### Track usage over the die, run 1

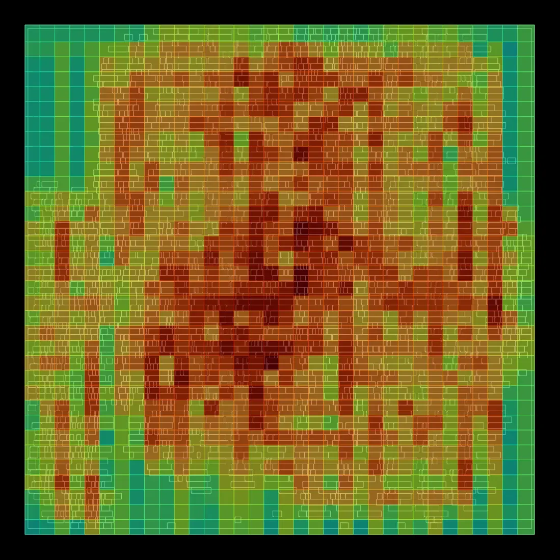
### Clock network drawn from the DEF, run 1

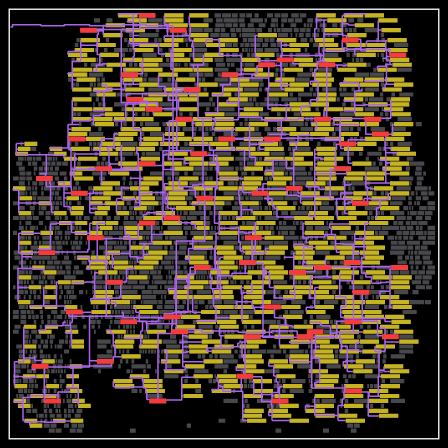
### Signal wires by layer, run 1

Scale bar: 50 um.
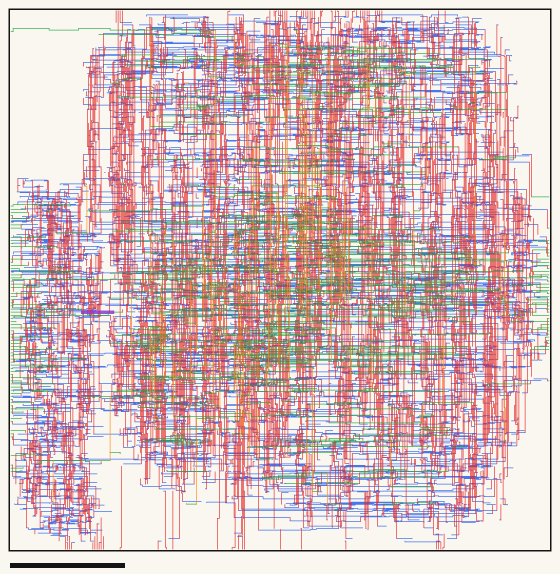
--- src/rtl/branch_predictor.sv ---
// Bimodal branch predictor: a direct-mapped table of 2-bit saturating counters with
// branch targets, trained by resolved conditional branches, plus branch/mispredict counters.
module branch_predictor #(
  parameter int ENTRIES = 16
) (
  input  logic        clk_i,
  input  logic        rst_ni,
  input  logic [31:0] pred_pc_i,
  output logic        pred_taken_o,
  output logic [31:0] pred_target_o,
  input  logic        upd_valid_i,
  input  logic [31:0] upd_pc_i,
  input  logic [2:0]  upd_funct3_i,
  input  logic        upd_br_less_i,
  input  logic        upd_br_equal_i,
  input  logic [31:0] upd_target_i,
  input  logic        upd_pred_taken_i,
  output logic        upd_taken_o,
  output logic        upd_mispredict_o,
  output logic [31:0] branch_cnt_o,
  output logic [31:0] mispredict_cnt_o
);

  localparam int IDX = $clog2(ENTRIES);

  logic [1:0]         ctr_q    [ENTRIES];
  logic [31:0]        target_q [ENTRIES];
  logic [ENTRIES-1:0] valid_q;
  logic [31:0]        branch_cnt_q;
  logic [31:0]        mispredict_cnt_q;

  logic [IDX-1:0] pred_idx;
  logic [IDX-1:0] upd_idx;
  logic           funct3_legal;
  logic           cond_taken;
  logic           upd_en;
  logic           unused_upd_pc;

  assign pred_idx      = pred_pc_i[IDX+1:2];
  assign upd_idx       = upd_pc_i[IDX+1:2];
  assign unused_upd_pc = ^{upd_pc_i[31:IDX+2], upd_pc_i[1:0]};

  // Prediction reads the registered table only, so a same-cycle update to the
  // same entry becomes visible one cycle later.
  assign pred_taken_o  = ctr_q[pred_idx][1] & valid_q[pred_idx];
  assign pred_target_o = valid_q[pred_idx] ? target_q[pred_idx] : pred_pc_i + 32'd4;

  always_comb begin
    funct3_legal = 1'b1;
    cond_taken   = 1'b0;
    case (upd_funct3_i)
      3'b000:  cond_taken = upd_br_equal_i;
      3'b001:  cond_taken = ~upd_br_equal_i;
      3'b100:  cond_taken = upd_br_less_i;
      3'b101:  cond_taken = ~upd_br_less_i;
      3'b110:  cond_taken = upd_br_less_i;
      3'b111:  cond_taken = ~upd_br_less_i;
      default: funct3_legal = 1'b0;
    endcase
  end

  // Update side is a one-cycle strobe: upd_valid_i high means one resolved
  // branch is presented this cycle and is consumed at the next rising edge;
  // there is no ready, the predictor always accepts.
  assign upd_en           = upd_valid_i & funct3_legal;
  assign upd_taken_o      = upd_en & cond_taken;
  assign upd_mispredict_o = upd_en & (cond_taken ^ upd_pred_taken_i);

  always_ff @(posedge clk_i) begin
    if (!rst_ni) begin
      for (int i = 0; i < ENTRIES; i++) begin
        ctr_q[i]    <= 2'b01;
        target_q[i] <= 32'd0;
      end
      valid_q          <= '0;
      branch_cnt_q     <= 32'd0;
      mispredict_cnt_q <= 32'd0;
    end else if (upd_en) begin
      branch_cnt_q <= branch_cnt_q + 32'd1;
      if (upd_mispredict_o) begin
        mispredict_cnt_q <= mispredict_cnt_q + 32'd1;
      end
      if (cond_taken) begin
        if (ctr_q[upd_idx] != 2'b11) begin
          ctr_q[upd_idx] <= ctr_q[upd_idx] + 2'b01;
        end
        target_q[upd_idx] <= upd_target_i;
        valid_q[upd_idx]  <= 1'b1;
      end else if (ctr_q[upd_idx] != 2'b00) begin
        ctr_q[upd_idx] <= ctr_q[upd_idx] - 2'b01;
      end
    end
  end

  assign branch_cnt_o     = branch_cnt_q;
  assign mispredict_cnt_o = mispredict_cnt_q;

endmodule

--- config.mk ---
export PLATFORM = sky130hd
export DESIGN_NAME = branch_predictor
export DESIGN_NICKNAME = d
export VERILOG_FILES = /design/src/rtl/branch_predictor.sv
export SDC_FILE = /design/constraint.sdc
export NUM_CORES = 1
export LEC_CHECK = 0
export CORE_MARGIN = 1
export CORE_UTILIZATION = 54
export DETAILED_ROUTE_END_ITERATION = 7
export GPL_TIMING_DRIVEN = 0
export HOLD_SLACK_MARGIN = 0.1
export PLACE_DENSITY_LB_ADDON = 0.3
export SETUP_SLACK_MARGIN = 0.3
export SKIP_CTS_REPAIR_TIMING = 1
export SYNTH_ARGS = -nofsm -noshare
export SYNTH_HDL_FRONTEND = slang
export SYNTH_SLANG_ARGS = --single-unit
--- constraint.sdc ---
create_clock -name clk_i -period 5.3 [get_ports clk_i]
set_input_delay 1.59 -clock clk_i [delete_from_list [all_inputs] [get_ports clk_i]]
set_output_delay 1.59 -clock clk_i [all_outputs]
set_load 0.05 [all_outputs]
==> changes_impl.md, run 1 <==
### Physical design

* Worst path most repeated cell: buf_12
* Yosys warns at 0
* XOR/XNOR Area Share at 2.231%
* Pwr Total at 11.60 mW
* Maximum VDD drop at 0.2536 mV
* CTS Buf Count at 61
* Share of cells above drive strength 1 at 21.84%
* First-pass GRT wire length at 125100 um
* Count leader, synth: edfxtp_1
* Outcome: finished, violations left
* Tool warning count at 56
* CP arrival at 3.85 ns
* Worst Hold Class: reg2reg
* Met3 GRT Util at 8.701%
* Top comb family, area: simple AND/OR/NAND/NOR gates
* Core area at 0.05381 mm2
* Vias in the first global route at 19440
* Mapped Area at 0.02944 mm2
* Met2 GRT Util at 49.61%
* Metal3 WL at 10480 um
* Synth Area per Inst at 14.36 um2
* Max H-tree Level at 2
* Synth async-reset ratio at 0%
* Slew @ Worst Pin at 1.027 ns
* Post-Syn Nets at 2158
* Die Y at 235.5 um
* Top FF cell, synth: edfxtp_1
* # port buffers at 170
* GRT overflow at 0
* CP Depth at 10
* Power Sequential at 5.62 mW
* Worst R2R Path Depth at 5
* Final hold slack at 0.4562 ns
* Min Tclk post-route at 5.437 ns
* Setup violations, final at 33
* Cells in synth_stat.txt at 2050
* MUX area fraction at 14.75%
* Clk buf depth at 3
* Final core utilization at 67.16%
* Min-Delay Startpoint: valid_q[4]
* DR vias/cell at 6.364
* Switch share at 23.20%
* Worst R2R End: ctr_q[5][1]
* Largest net degree at the start of global routing at 21
* Max_slew headroom at 31.26%
* Worst Path Buf+Inv at 5
* Final WS setup at -0.1366 ns
* Slew Limit Fails at 0
* RR Startpoint: ctr_q[13][1]
* Met1 Track Usage GR at 40.52%
* Top-area cell share at 55.48%
* Internal power at 8.908 mW
* # IOs at 204
* Crit-path leading delay family: buffers and inverters
* Netlist cell types at 61
* RSZ-0062 raised after global routing: yes
* Row Count at 85
* Number of DRC markers in iteration 0 at 2536
* Violated checks: setup timing
* Critical path fanouts, max at 5
* Crit path launch type: input pin
* Post-DP HPWL at 56040 um
* Uppermost routed layer: met5
* Cells after synthesis at 2050
Back to the opening pictures, 'Track usage over the die':
drt wl/cell: 28.38 um
All-Layer GR Usage: 30.75%

Back to the opening pictures, 'Clock network drawn from the DEF':
- clock wires: purple (length 7360 um)
- clock-net drivers: red (count 61)
- flip-flops: yellow (count 624)
- routed clock nets: 62
- flops lie: widely spread
Worst-Skew Late Latency: 0.63 ns
clock power share: 40.6%
Power Clock: 4.71 mW
Worst Skew: 0.006788 ns

Back to the opening pictures, 'Signal wires by layer':
- M2: red (wire length 42.1 mm)
- M1: blue (wire length 31.9 mm)
- M4: orange (wire length 3320 um)
- M5: purple (wire length 12.9 um)
- M3: green (wire length 10500 um)
Routed WL: 87800 um
Vias: 19689

[run 1: layout make-up]
class / instances / area (um2)
Timing Repair Buffer: 232 / 2685
Buffer: 161 / 1175
Clock buffer: 77 / 1680
Clock inverter: 36 / 481.7
Sequential cell: 624 / 17940
Fill cell: 3543 / 17670
Tap cell: 696 / 870.8
Multi-Input combinational cell: 1247 / 11240
Inverter: 18 / 70.07
Antenna cell: 3 / 7.507
[run 1: stage by stage]
step / cell area, um2 / instances
final: 36140 / 3094
after global routing: 36140 / 3092
after CTS: 34770 / 3047
after detailed placement: 32610 / 2934
after global placement: 32030 / 2916
after floorplan: 29460 / 2050
[run 1: registers in the layout, summed over array words and instances, names as in the netlist]
name and cells:
mispredict_cnt_o 32, valid_q 16, branch_cnt_o 32, ctr_q 32, target_q 512
==> run 2, diff against run 1 <==
Settings changed: CORE_UTILIZATION 54 to 59.
Clock period 5.3 ns to 6.2 ns, I/O delays scaled along.
==> run 2 against run 1 <==
  * The run still ends with setup timing left
  * Hold slack better by 0.0015 ns
  * Highest routed layer is now met4
  * Largest cell class unchanged
  * Sequential power is 15% lower
  * Die size is 8.4% lower
  * Critical endpoint unchanged
  * Register-to-register slack better by 0.92 ns
  * Synthesized cell count stayed put
  * Wire length is 1.3% lower
  * Setup slack worse by 0.0064 ns
  * Total power is 19% lower
  * Critical path depth is 1 higher
  * First-iteration DRC count is 3.5% higher
  * Final area is 1.3% lower
  * Sequential cell count stayed put
==> changes_impl.md, run 2 <==
### Physical design

* Total placed instance area at 0.03267 mm2
* Synth async-reset ratio at 0%
* Vias in the first global route at 19689
* Metal3 WL at 10560 um
* Violated checks: setup timing
* Top FF cell, synth: edfxtp_1
* Pwr Total at 9.421 mW
* Setup violations, final at 32
* Largest net degree at the start of global routing at 24
* XOR/XNOR Area Share at 2.231%
* Top reg by flops: target_q
* Uppermost routed layer: met4
* Outcome: finished, violations left
* Power Sequential at 4.80 mW
* All-Layer GR Usage at 33.44%
* Number of DRC markers in iteration 0 at 2626
* # IOs at 204
* Share of cells above drive strength 1 at 20.89%
* Cells after synthesis at 2050
* Met3 GRT Util at 7.301%
* Fillers at 3059
* Crit path launch type: input pin
* Synth Area per Inst at 14.36 um2
* Critical path fanouts, max at 10
* RSZ-0062 raised after global routing: yes
* Final WS setup at -0.1430 ns
* # port buffers at 170
* Row Count at 81
* Netlist cell types at 61
* Post-Syn Nets at 2158
* Crit-path leading delay family: multiplexers
* Tool warning count at 55
* Yosys warns at 0
* Met1 Track Usage GR at 44.21%
* DR vias/cell at 6.535
* Count leader, synth: edfxtp_1
* Cells in synth_stat.txt at 2050
* CTS Buf Count at 61
* Top comb family, area: simple AND/OR/NAND/NOR gates
==> run 2: path summary, 6_finish.rpt <==
path | startpoint | endpoint | slack (ns) | depth (start not counted)
max | pred_pc_i[2] | pred_target_o[30] | -0.14 | 11
min | valid_q[3] | valid_q[3] | 0.46 | 1
max reg2reg | ctr_q[13][1] | ctr_q[13][1] | 3.69 | 5
min reg2reg | valid_q[3] | valid_q[3] | 0.46 | 1
==> run 2: cell type report <==
cell class	instances	area (um2)	share of cell area, %
diodes	4	10.01	0.02806
clock inverters	16	85.08	0.2385
well taps	664	830.8	2.329
plain buffers	161	1112	3.119
flip-flops and latches	624	17940	50.29
repair buffers	222	2679	7.511
clock buffers	91	1778	4.985
multi-input cells	1247	11160	31.30
inverters	18	70.07	0.1964
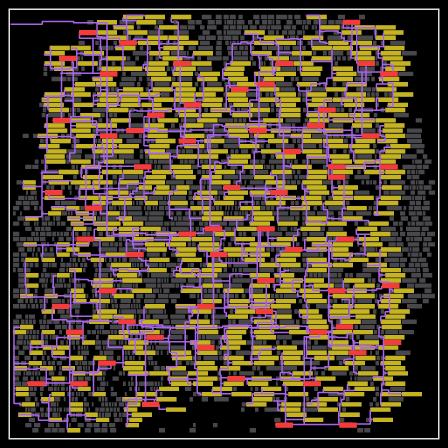
*Clock network drawn from the DEF, run 2*
- clock-net drivers: red (count 61)
- flip-flops: yellow (count 624)
- clock wires: purple (length 7290 um)
- routed clock nets: 62
- flops lie: widely spread
Power Clock: 3.55 mW
Worst Skew: 0.01188 ns
clock power share: 37.7%

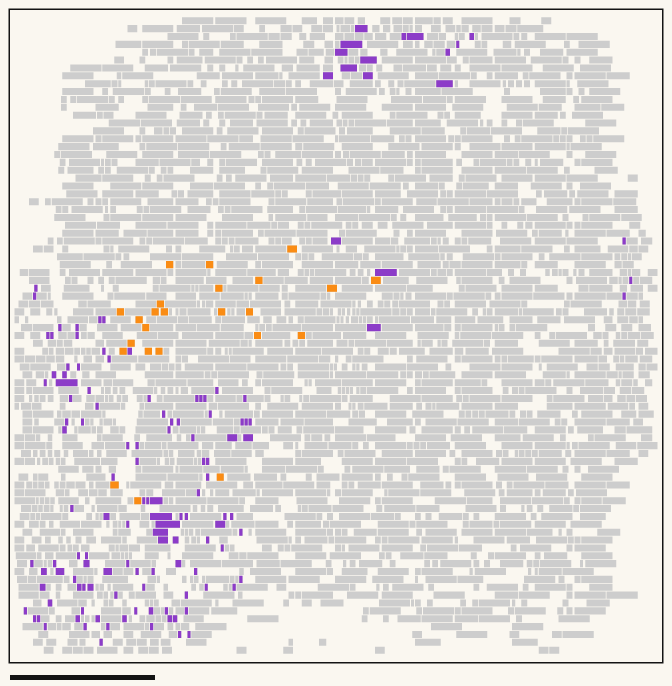
*Logic cells by family, run 2*
Scale bar: 50 um.
- non-inverting ao/oa cells: orange (cells 24; where middle left)
- nor cells: purple (cells 132)
logic share of the area: 31.30%
dominant logic cell type in the layout: edfxtp_1
Final Instance Count excl. Fillers: 3047

Power is estimated from default activity; no workload was simulated.
